===== config.mk =====
export PLATFORM = sky130hd
export DESIGN_NAME = match_priority_encoder_flat
export DESIGN_NICKNAME = d
export VERILOG_FILES = /design/src/rtl/match_priority_encoder_if.sv /design/src/rtl/match_priority_encoder.sv /design/src/flat_wrapper.sv
export SDC_FILE = /design/constraint.sdc
export NUM_CORES = 1
export LEC_CHECK = 0
export CAP_MARGIN = 20
export CORE_MARGIN = 5
export CORE_UTILIZATION = 45
export CTS_CLUSTER_DIAMETER = 120
export DETAILED_ROUTE_END_ITERATION = 8
export PLACE_DENSITY = 0.68
export SETUP_SLACK_MARGIN = 0.4
export SKIP_LAST_GASP = 1
export SLEW_MARGIN = 25
export SYNTH_ARGS = -nofsm -noshare
export SYNTH_HDL_FRONTEND = slang
export SYNTH_SLANG_ARGS = --single-unit

===== constraint.sdc =====
create_clock -name clk -period 4.5 [get_ports clk]
set_clock_uncertainty 0.1 [all_clocks]
set_input_delay 0.45 -clock clk [delete_from_list [all_inputs] [get_ports clk]]
set_output_delay 0.45 -clock clk [all_outputs]
set_load 0.005 [all_outputs]

===== src/rtl/match_priority_encoder_if.sv =====
// rtl/match_priority_encoder_if.sv - lookup-in / result-out bundle of the match priority encoder
interface match_priority_encoder_if #(
  parameter int D     = 512,
  parameter int CNT_W = 32
);
  localparam int AW = $clog2(D);

  logic             in_valid;
  logic [D-1:0]     match;
  logic             out_valid;
  logic             match_found;
  logic [AW-1:0]    match_addr;
  logic             multi_match;
  logic [CNT_W-1:0] lookup_cnt;
  logic [CNT_W-1:0] hit_cnt;

  modport master (
    output in_valid, match,
    input  out_valid, match_found, match_addr, multi_match, lookup_cnt, hit_cnt
  );

  modport slave (
    input  in_valid, match,
    output out_valid, match_found, match_addr, multi_match, lookup_cnt, hit_cnt
  );
endinterface


===== src/rtl/match_priority_encoder.sv =====
// rtl/match_priority_encoder.sv - 3-stage lowest-index match encoder with saturating counters
// Optional multi-match detection is built when MULTI_MATCH_EN is defined.
module match_priority_encoder #(
  parameter int D     = 512,
  parameter int CNT_W = 32
) (
  input logic                     clk,
  input logic                     reset,
  match_priority_encoder_if.slave bus
);
  localparam int AW = $clog2(D);
  localparam int G  = D / 8;
  localparam int GW = AW - 3;

  logic             s1_valid;
  logic [D-1:0]     s1_match;
  logic             s2_valid;
  logic [G-1:0]     grp_any, grp_any_c;
  logic [G-1:0][2:0] grp_idx, grp_idx_c;
  logic             s3_valid, s3_found, s3_multi;
  logic [AW-1:0]    s3_addr;
  logic [CNT_W-1:0] lookup_cnt, hit_cnt;
  logic             found_c, multi_c;
  logic [AW-1:0]    addr_c;
  logic [GW-1:0]    sel_g;

  // Per-group OR and lowest set bit; descending scan leaves the lowest index last.
  always_comb begin
    grp_any_c = '0;
    grp_idx_c = '0;
    for (int g = 0; g < G; g++) begin
      grp_any_c[g] = |s1_match[8*g +: 8];
      for (int b = 7; b >= 0; b--) begin
        if (s1_match[8*g + b]) grp_idx_c[g] = 3'(b);
      end
    end
  end

  always_comb begin
    sel_g = '0;
    for (int g = G - 1; g >= 0; g--) begin
      if (grp_any[g]) sel_g = GW'(g);
    end
    found_c = |grp_any;
    addr_c  = {sel_g, grp_idx[sel_g]};
  end

`ifdef MULTI_MATCH_EN
  logic [G-1:0] grp_multi, grp_multi_c;

  // x & (x-1) clears the lowest set bit; nonzero remainder means two or more bits.
  always_comb begin
    grp_multi_c = '0;
    for (int g = 0; g < G; g++) begin
      grp_multi_c[g] = (s1_match[8*g +: 8] & (s1_match[8*g +: 8] - 8'd1)) != 8'd0;
    end
  end

  always_ff @(posedge clk) begin
    if (reset) grp_multi <= '0;
    else       grp_multi <= grp_multi_c;
  end

  assign multi_c = (|grp_multi) || ((grp_any & (grp_any - G'(1))) != '0);
`else
  assign multi_c = 1'b0;
`endif

  always_ff @(posedge clk) begin
    if (reset) begin
      s1_valid   <= 1'b0;
      s1_match   <= '0;
      s2_valid   <= 1'b0;
      grp_any    <= '0;
      grp_idx    <= '0;
      s3_valid   <= 1'b0;
      s3_found   <= 1'b0;
      s3_addr    <= '0;
      s3_multi   <= 1'b0;
      lookup_cnt <= '0;
      hit_cnt    <= '0;
    end else begin
      s1_valid <= bus.in_valid;
      s1_match <= bus.match;
      s2_valid <= s1_valid;
      grp_any  <= grp_any_c;
      grp_idx  <= grp_idx_c;
      s3_valid <= s2_valid;
      s3_found <= found_c;
      s3_addr  <= addr_c;
      s3_multi <= multi_c;
      // Counters update on the same edge the result is registered, so they agree with out_valid.
      if (s2_valid) begin
        if (lookup_cnt != '1)            lookup_cnt <= lookup_cnt + CNT_W'(1);
        if (found_c && (hit_cnt != '1))  hit_cnt    <= hit_cnt + CNT_W'(1);
      end
    end
  end

  assign bus.out_valid   = s3_valid;
  assign bus.match_found = s3_found;
  assign bus.match_addr  = s3_addr;
  assign bus.multi_match = s3_multi;
  assign bus.lookup_cnt  = lookup_cnt;
  assign bus.hit_cnt     = hit_cnt;
endmodule

===== src/flat_wrapper.sv =====
// flat-port wrapper written by rule: the top's interface ports become plain ports
module match_priority_encoder_flat 
#(
  parameter int D     = 512,
  parameter int CNT_W = 32
)
  (clk, reset, bus_in_valid, bus_match, bus_out_valid, bus_match_found, bus_match_addr, bus_multi_match, bus_lookup_cnt, bus_hit_cnt);
  match_priority_encoder_if #(.D(D), .CNT_W(CNT_W)) bus_i ();
  input logic clk;
  input logic reset;
  input wire logic [$bits(bus_i.in_valid)-1:0] bus_in_valid;
  input wire logic [$bits(bus_i.match)-1:0] bus_match;
  output wire logic [$bits(bus_i.out_valid)-1:0] bus_out_valid;
  output wire logic [$bits(bus_i.match_found)-1:0] bus_match_found;
  output wire logic [$bits(bus_i.match_addr)-1:0] bus_match_addr;
  output wire logic [$bits(bus_i.multi_match)-1:0] bus_multi_match;
  output wire logic [$bits(bus_i.lookup_cnt)-1:0] bus_lookup_cnt;
  output wire logic [$bits(bus_i.hit_cnt)-1:0] bus_hit_cnt;
  assign bus_i.in_valid = bus_in_valid;
  assign bus_i.match = bus_match;
  assign bus_out_valid = bus_i.out_valid;
  assign bus_match_found = bus_i.match_found;
  assign bus_match_addr = bus_i.match_addr;
  assign bus_multi_match = bus_i.multi_match;
  assign bus_lookup_cnt = bus_i.lookup_cnt;
  assign bus_hit_cnt = bus_i.hit_cnt;
  match_priority_encoder #(.D(D), .CNT_W(CNT_W)) u_core (.clk(clk), .reset(reset), .bus(bus_i));
endmodule

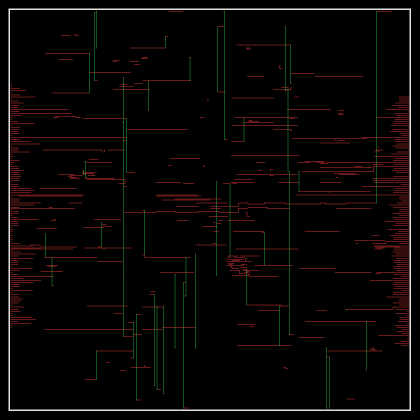
(images/wires.png)
Drawn at 1.5 px/µm. Only two layers are drawn.
layer	colour	wire length
metal 3	red	5480 µm
metal 4	green	1750 µm

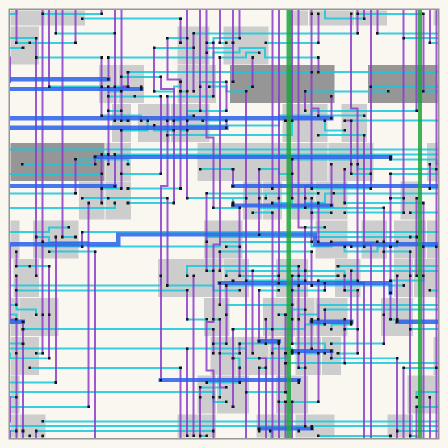
(images/detail.png)
Window x 118 to 148, y 118 to 148 µm. Cells in grey, sequential cells in the stronger grey; small squares are vias.
layer	colour
metal 3	blue
metal 1	cyan
metal 4	green
metal 2	purple
most frequent	nand2_1 (6), o21ai_0 (5), nor2_1 (4)
netlist names of flops here include	u_core.bus.match_addr (2), u_core.grp_any (1)
cells with their middle in the window	57
sequential cells in the window	3

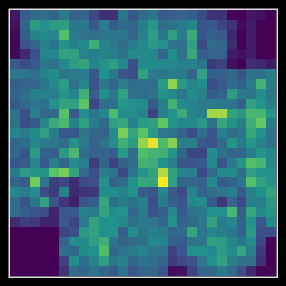
(images/metal_density.png)
Drawn at 1 px/µm. 27 x 27 tiles, from dark purple (low) to yellow (high), scaled to the fullest tile. Values are wire area over tile area, all layers added.
mean over tiles	0.20
nearly empty tiles	6.2%
fullest tile	0.53

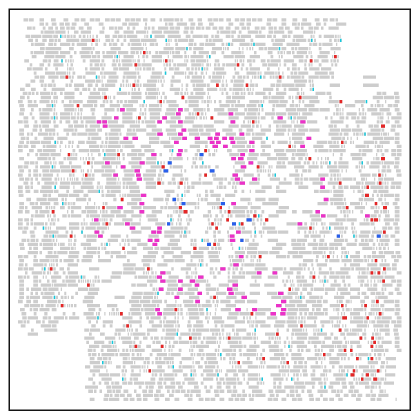
(images/logic_types.png)
Drawn at 1.5 px/µm.
family	colour	cells
AND-OR and OR-AND gates	blue	14
AND and OR gates	red	118
multiplexers	magenta	113
inverters	cyan	78
most frequent logic cell in the layout: dfxtp_1
fin cells: 4646
Comb area share: 0.303

==> flow_summary.toml <==
# flow metrics
[timing]
finalCritPeriodShare = 0.814
fmax_mhz = 273
layout_min_cycle_time_ps = 3670
setup_slack_ps = 835
whs_ps = 219

[floorplan]
rows = 94
fp.dieW_um = 266
core-area_mm2 = 0.0655
die_area_mm2 = 0.0710

[logic_synthesis]
yosysChipArea_mm2 = 0.0296
area_leaders = "dfxtp_1, nor2b_1, nor2_1, nor4_1, a21oi_1"
most_common_cell = "dfxtp_1"
syn_area_per_cell_um2 = 9.51
common_cells = "dfxtp_1, nor2_1, nor2b_1"
postSynth.asyncResetShare = 0
edf_count = 0
synthCells = 3110
ys.flops = 845
netlist_area_mm2 = 0.0296
ys_seq_share = 0.572
syn-num-nets = 3627

[placed_design]
gp_congestion = 0.888

[finish]
combGateArea_mm2 = 0.0119
area_delta_synth_final_pct = 32.9
fill_cells = 5616
nets = 4216

[drt]
vias_per_cell = 5.02
wirelength_mm = 88.1
drt_pass1_iterations = 6

[power]
p_comb_frac = 0.093
powerDensity_mw_per_mm2 = 437
vdd_ir_drop_max_v = 0.000244
power.switching_uw = 3940
p_leak_uw = 0.0153

[grt]
grt_pass1_wl_mm = 130
grt_overflow = 0

[cts]
cts-resized-gates = 0
path_clk_slew_ps = 60
cts_setup_buffers = 0
clk_latency_ps = 620
cts.sinks = 845
clk_path_buf_depth = 3

[outcome]
status = "finished clean"

[critical_path]
crit_arrival_ps = 4060
crit_path_end_kind = "flip-flop"
critPathKind = "flip-flop to flip-flop"
crit_required_ps = 4900

[hold_path]
hp-class = "input port to flip-flop"
## flip-flops by register name (all words and copies together) (netlist names)
name	flops
u_core.s2_valid	1
u_core.grp_idx	192
u_core.bus.out_valid	1
u_core.bus.lookup_cnt	32
u_core.bus.match_found	1
u_core.bus.match_addr	9
u_core.grp_any	64
u_core.bus.hit_cnt	32
u_core.s1_match	512
u_core.s1_valid	1
## final cells by class
class / instances / area share
Clock inverter: 35 / 0.0118
Multi-Input combinational cell: 2080 / 0.303
Clock buffer: 124 / 0.0638
Inverter: 78 / 0.00745
Timing Repair Buffer: 608 / 0.155
Antenna cell: 12 / 0.000764
Sequential cell: 845 / 0.430
Tap cell: 864 / 0.0275
## worst max-delay path: stages, from the launching register on
cell     delay (ps)
dfxtp_1         330
or4_1           580
nor4b_1         600
nand4_1         470
o21ai_0         470
or4b_1          380
or3_1           210
nor2_1           90
nand2_1          90
xor2_1          150
nor2_1           50
## cells in the final DEF (no fill, tap or decap), types with 5 or more instances in the layout
cell type	instances
dfxtp_1	845
clkdlybuf4s50_1	588
nor2_1	521
nor2b_1	521
a21oi_1	188
nor4_1	169
o21ai_0	91
clkbuf_16	90
nor3_1	81
or3_1	79
inv_1	78
mux2i_1	72
nand2_1	53
a31oi_1	47
mux2_2	41
xor2_1	34
nand3_1	26
clkbuf_1	21
xnor2_1	16
clkinv_2	16
and3_1	14
buf_4	14
nand4_1	13
o211ai_1	13
clkbuf_8	13
diode_2	12
o22ai_1	11
bufinv_16	10
or4_1	8
and4_1	7
nand2b_1	7
o31ai_1	6
and2_1	5
clkinvlp_4	5
buf_12	5
## cells by family after synthesis
| kind of cell | Yosys count | synth area share |
|---|---|---|
| buffers and inverters | 185 | 0.0257 |
| XOR/XNOR | 50 | 0.0148 |
| AND-OR/OR-AND | 399 | 0.0779 |
| multiplexers | 113 | 0.0400 |
| flip-flops | 845 | 0.572 |
| AND/OR/NAND/NOR | 1515 | 0.269 |
| adder cells (fa/ha/maj) | 2 | 0.000846 |
| other | 1 | 0.000127 |
## through the flow
step           std cells  total power (µW)  instance area, µm²
6_report            4646             17200               39300
4_1_cts             4634             17300               39300
2_1_floorplan       3110              9110               29600
3_5_place_dp        4475              9940               36300
5_1_grt             4643             17800               39300
3_3_place_gp        4475              9930               36300
## power by group through the flow
stage                     sequential [µW]  clock, µW  combinational, µW
after floorplan                      8250          0                854
after global placement               8330          0               1600
after detailed placement             8340          0               1600
after CTS                            8180       7530               1620
after global routing                 8240       7870               1750
final                                8190       7390               1600
## path summary, 6_finish.rpt
path                                      startpoint                endpoint  cells past startpoint
worst max-delay path              u_core.grp_any[56]  u_core.bus.hit_cnt[25]                     10
worst max register to register    u_core.grp_any[56]  u_core.bus.hit_cnt[25]                     10
worst min register to register  u_core.s1_match[280]     u_core.grp_idx[105]                      1
worst min-delay path                           reset  u_core.bus.hit_cnt[28]                      2
## metal layers
metal / vias up / routed length, µm / GRT usage
li1: 11762 / - / -
met2: 703 / 43700 / 0.412
met5: - / 44 / 0
met4: 6 / 1750 / 0.0701
met1: 10766 / 37100 / 0.303
met3: 102 / 5480 / 0.0406
Power figures rest on the tool's default switching activity, not on a simulated workload.
